Run 1, I/O nets highlighted:
Scale: 3 px per um.
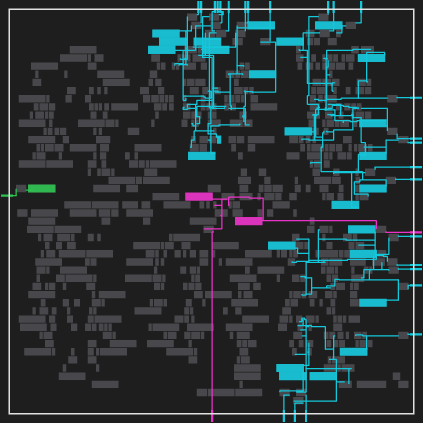
Run 1, routed metal, one colour a layer:
Scale: 4 px per um. Only two layers are drawn.
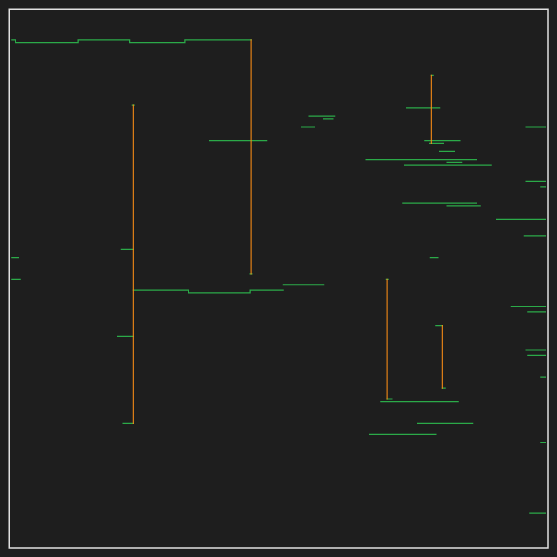
Run 1, met2 routing:
Scale: 3 px per um. Cells faint in the background.
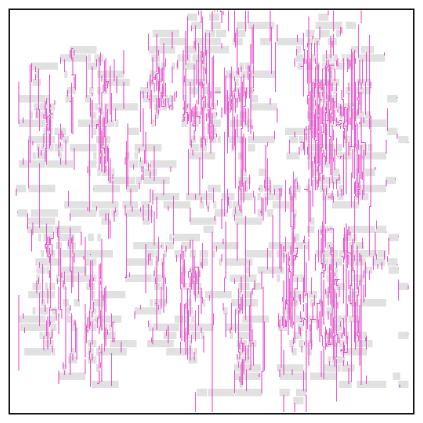
==> config.mk <==
export PLATFORM = sky130hd
export DESIGN_NAME = bloc_setare
export DESIGN_NICKNAME = d
export VERILOG_FILES = /design/src/rtl/bloc_setare_pkg.sv /design/src/rtl/bloc_setare_debounce_btn.sv /design/src/rtl/bloc_setare.sv
export SDC_FILE = /design/constraint.sdc
export NUM_CORES = 1
export LEC_CHECK = 0
export CAP_MARGIN = 20
export CORE_UTILIZATION = 30
export CTS_BUF_LIST = sky130_fd_sc_hd__clkbuf_16
export DETAILED_ROUTE_END_ITERATION = 10
export GPL_TIMING_DRIVEN = 0
export HOLD_SLACK_MARGIN = 0.12
export PLACE_DENSITY_LB_ADDON = 0.05
export SKIP_LAST_GASP = 1
export SYNTH_ARGS = -nofsm -noshare
export SYNTH_HDL_FRONTEND = slang
export SYNTH_SLANG_ARGS = --single-unit
==> constraint.sdc <==
create_clock -name clock -period 2.49 [get_ports clock]
set_input_delay 0.249 -clock clock [delete_from_list [all_inputs] [get_ports clock]]
set_output_delay 0.249 -clock clock [all_outputs]
set_load 0.05 [all_outputs]
==> run summary, run 1 <==
status: complete, no violations
Routed Antenna Nets: 0
XORs/XNORs by Area: 9.48%
main area contributors: dfrtp_1 41%, ha_1 5.7%, nor2_1 5.3%
Period minus WS final: 2340 ps
CP bufs+invs: 2
Die H: 134 um
Setup CP Type: reg -> reg
flop share of the area: 35.0%
Remaining Overflow, GRT: 0
non-clock buffer share of cell area: 7.37%
cell accounting for the most synthesized area: dfrtp_1
largest net degree at the start of global routing: 68
layout cells sized above 1: 7.47%
reg-to-reg slack, setup: 150 ps
internal power: 2580 uW
syn_area_per_cell: 9.26 um^2
clock buffers: 9
DR iter-0 viols: 255
Detail Route met3 WL: 366 um
Seq power: 1650 uW
registers: 86
comb pwr: 1150 uW
critical path data required time: 2700 ps
highest routed layer: met4
final count of pins violating max slew: 0
Slowest-stage cell, CP: or3b_2
Unique cell types: 69
Worst Slack Setup Final: 152 ps
Post-synth regs: 86
CTS Buf Count: 9
Logic family by area: simple AND/OR/NAND/NOR gates
final setup fails: 0
Mapped Area: 5250 um^2
Yosys top cell by instances: dfrtp_1
largest power group: registers
Final Wtd Congestion: 0.801
Tap Count: 225
post-placement setup slack: 167 ps
Worst Path Arrival: 2550 ps
Syn-to-layout area delta: 17.0%
register area: 2150 um^2
wire length on met2: 6340 um
cells along the critical path: inv_1 > ha_1 > buf_2 > or3b_2 > o21ai_1 > o21ai_0 > a21oi_1 > o22ai_1
FP Util: 30.6%
chip area line of the yosys report: 5250 um^2
most numerous logic cell after layout: dfrtp_1
CP top delay family: AND-OR/OR-AND gates
crit-path max cell delay: 530 ps
Post-Synthesis Cells: 567
Fin. Hold Viols: 0
Final period util: 93.9%
Tool Warnings: 42
Min Hold Slack: 338 ps
leakage: 0.00258 uW
Async SR Flop Fraction: 100%
cells in synth_stat.txt: 567
Clock Power Share: 30.4%
Final Skew: 8.87 ps
CTS sink cnt: 86
# DRC: 0
Die W: 134 um
Critical Path Start Type: flop
Clk power: 1220 uW
worst slew pin tran: 839 ps
Inverters: 20
min-delay worst type: in -> async
Post-synth EDFFs: 0
combinational power share: 28.5%
RSZ-0062 raised after global routing: yes
PD cells: 655 nW/um^2
Synth warnings: 0
nets: 642
Notes on 'I/O nets highlighted' above:
Key: cyan = data_out [direction output, edge 12 top, 10 right, 3 bottom, end cells 25, buffers 25, wire 1390 um]; green = btn_mode [direction input, edge left, end cells 1, buffers 1, wire 6.10 um]; magenta = edit_sel [direction output, edge 1 right, 1 bottom, end cells 2, buffers 2, wire 156 um]
port buffer count: 32
I/O pin total: 33

Notes on 'routed metal, one colour a layer' above:
Key: green = M3 [wire length 367 um]; orange = M4 [wire length 201 um]
drt total wl: 12900 um
drt wl/cell: 15.3 um
GRT Total Usage: 15.5%
vias post-DR: 4372

Notes on 'met2 routing' above:
The longest straight run is 60.0 um. The wires run mostly vertical. 521 nets have wire on it. The layer carries 6340 um of wire. The layer holds 49% of the routed length.
met2 usage: 26.0%

## run 1: through the flow
stage | cell area (um^2) | power [uW] | cells | setup TNS [ps]
3_5_place_dp | 5880 | 2830 | 825 | 0
2_1_floorplan | 5250 | 2460 | 567 | 0
6_report | 6140 | 4030 | 841 | 0
5_1_grt | 6140 | 4270 | 841 | -71.7
3_3_place_gp | 5850 | 2830 | 824 | -195410
4_1_cts | 6140 | 4090 | 841 | 0
## run 1: what timing repair did
action	CTS	global route
setup buffers	0	0
endpoints found under the hold margin	19	0
endpoints found under the setup margin	0	2
hold buffers	1	0
## run 1: layer usage
layer	up-vias	global-route usage, %
li1	2139	-
met1	2156	20.0
met2	64	26.0
met3	13	2.12
met4	0	6.62
met5	-	0
Run 1, clock routing:
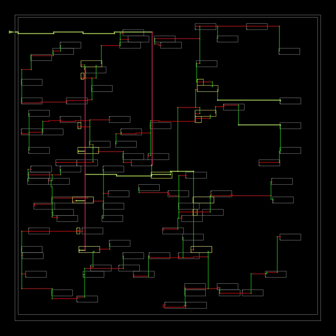

==> run 2, diff against run 1 <==
CTS_BUF_LIST = sky130_fd_sc_hd__clkbuf_4   (was sky130_fd_sc_hd__clkbuf_16)
REMOVE_ABC_BUFFERS = 1   (was default)
Run 2, clock routing:
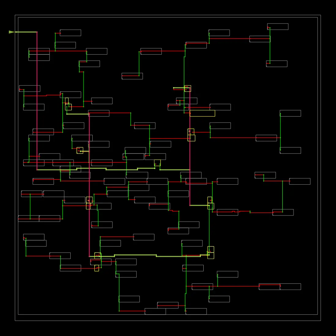
Final Skew: 14.6 ps
clock buffers: 9
registers: 86
CTS sink cnt: 86
Clk power: 821 uW

Run 2, I/O nets highlighted:
Scale: 3 px per um.
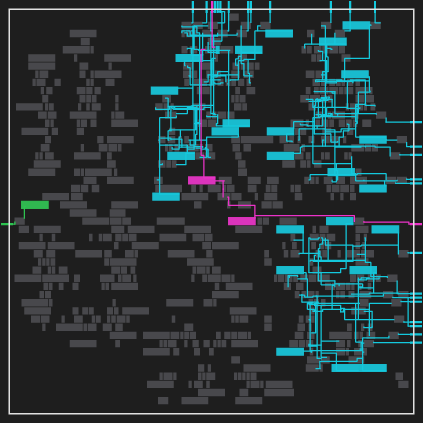
Key: cyan = data_out [direction output, edge 13 right, 12 top, end cells 25, buffers 25, wire 2060 um]; green = btn_mode [direction input, edge left, end cells 1, buffers 1, wire 6.50 um]; magenta = edit_sel [direction output, edge 1 right, 1 top, end cells 2, buffers 2, wire 139 um]

Run 2, met2 routing:
Scale: 3 px per um. Cells faint in the background.
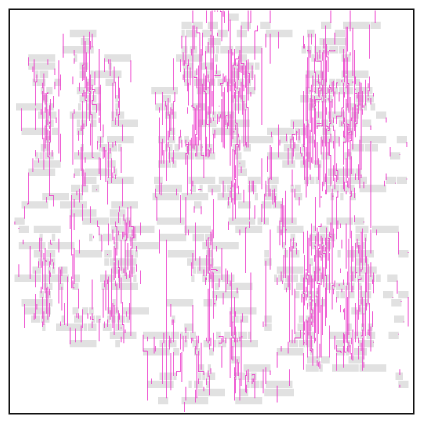
500 nets have wire on it. The wires run mostly vertical. The longest straight run is 52.7 um.
drt total wl: 12600 um
vias post-DR: 4306
met2 usage: 24.7%

==> run 2 against run 1 <==
Net effect:
- worst hold slack got worse by 140 ps
- total power fell by 10%
- via count fell by 1.5%
==> run summary, run 2 <==
leakage: 0.00248 uW (was 0.00258 uW)
# fillers: 1805 (was 1820)
RSZ-0062 raised after global routing: no (was yes)
Setup CP Type: reg -> out (was reg -> reg)
status: complete, no violations (unchanged)
port buffer count: 32 (unchanged)
CTS Hold Bufs: 1 (unchanged)
cells in synth_stat.txt: 567 (unchanged)
flop share of the area: 36.2% (was 35.0%)
I/O pin total: 33 (unchanged)
# DRC: 0 (unchanged)
layout cells sized above 1: 7.19% (was 7.47%)
Post-synth EDFFs: 0 (unchanged)
Tap Count: 225 (unchanged)
worst r2r path cells: 6 (was 8)
busiest grt layer: met2 (unchanged)
drt wl/cell: 15.3 um (about the same)
Post-Synthesis Cells: 567 (unchanged)
met1 global-route usage: 19.3% (was 20.0%)
Std-Cell Rows: 48 (unchanged)
cells along the critical path: clkdlybuf4s50_1 (was inv_1 > ha_1 > buf_2 > or3b_2 > o21ai_1 > o21ai_0 > a21oi_1 > o22ai_1)
Final Wtd Congestion: 0.805 (was 0.801)
Async SR Flop Fraction: 100% (unchanged)
wire length on met2: 6060 um (was 6340 um)
final count of pins violating max slew: 0 (unchanged)
CTS Buf Count: 9 (unchanged)
Fin. Hold Viols: 0 (unchanged)
Final period util: 95.0% (was 93.9%)
highest routed layer: met4 (unchanged)
FP Util: 30.6% (unchanged)
Post-CTS Resized: 0 (unchanged)
most numerous logic cell after layout: dfrtp_1 (unchanged)
CP top delay family: buffers and inverters (was AND-OR/OR-AND gates)
Post-synth regs: 86 (unchanged)
Die H: 134 um (unchanged)
VDD IR max: 0.223 mV (was 0.300 mV)
PnR Total Power: 3610 uW (was 4030 uW)
nets: 623 (was 642)
Tool Warnings: 40 (was 42)
PD cells: 607 nW/um^2 (was 655 nW/um^2)
CP bufs+invs: 1 (was 2)
Die W: 134 um (unchanged)
main area contributors: dfrtp_1 41%, ha_1 5.7%, nor2_1 5.3% (unchanged)
final setup fails: 0 (unchanged)
initial antenna violation count: 1 (was 0)
Period minus WS final: 2360 ps (was 2340 ps)
mi-comb count: 442 (unchanged)
Logic family by area: simple AND/OR/NAND/NOR gates (unchanged)
worst slew pin tran: 695 ps (was 839 ps)
Worst Path Arrival: 2120 ps (was 2550 ps)
post-route insts no fill: 824 (was 841)
clk cell area share: 2.23% (was 4.17%)
Routed Antenna Nets: 0 (unchanged)
worst skew pair latency: 470 ps (was 340 ps)
non-clock buffer share of cell area: 6.01% (was 7.37%)
GR Util met3: 2.49% (was 2.12%)
reg-to-reg slack, setup: 160 ps (was 150 ps)
Yosys top cell by instances: dfrtp_1 (unchanged)
Slowest-stage cell, CP: clkdlybuf4s50_1 (was or3b_2)
Unique cell types: 69 (unchanged)
min-delay worst type: in -> reg (was in -> async)
chip area line of the yosys report: 5250 um^2 (unchanged)
Detailed Place HPWL: 8790 um (was 9030 um)
Critical Path Start Type: flop (unchanged)
syn_area_per_cell: 9.26 um^2 (unchanged)
crit-path max cell delay: 910 ps (was 530 ps)
Detail Route met3 WL: 402 um (was 366 um)
Inverters: 20 (unchanged)
Synth warnings: 0 (unchanged)
XORs/XNORs by Area: 9.48% (unchanged)
GRT Total Usage: 15.0% (was 15.5%)
critical path data required time: 2240 ps (was 2700 ps)
DR iter-0 viols: 210 (was 255)
postcts setup bufs: 0 (unchanged)
placed insts: 806 (was 825)
largest net degree at the start of global routing: 47 (was 68)
Remaining Overflow, GRT: 0 (unchanged)
register area: 2150 um^2 (about the same)
-- run 2: through the flow --
stage / TNS [ps] / instance area [um^2] / setup WS, ps / hold WS, ps
floorplan: 0 / 5150 / 224 / -46.6
global placement: -198590 / 5760 / -2320 / 337
detailed placement: 0 / 5780 / 162 / 310
CTS: 0 / 5920 / 6.39 / 168
global route: 0 / 5950 / 8.66 / 162
finish: 0 / 5950 / 126 / 203
-- run 2: kinds of logic (layout without fill, tap and decap cells) --
group           after synthesis  in the layout
simple gates                244            244
compound gates              113            113
flops                        86             86
xor+xnor                     56             56
buf+inv                      39             70
fa+ha+maj                    24             24
mux                           5              5
other cells                   0              1
-- run 2: where the power goes --
group,switching (uW),internal (uW)
clock,522,299
sequential,257,1490
combinational,634,411
total,1410,2200
No activity file was given, so power comes from the tool's default toggle rates.
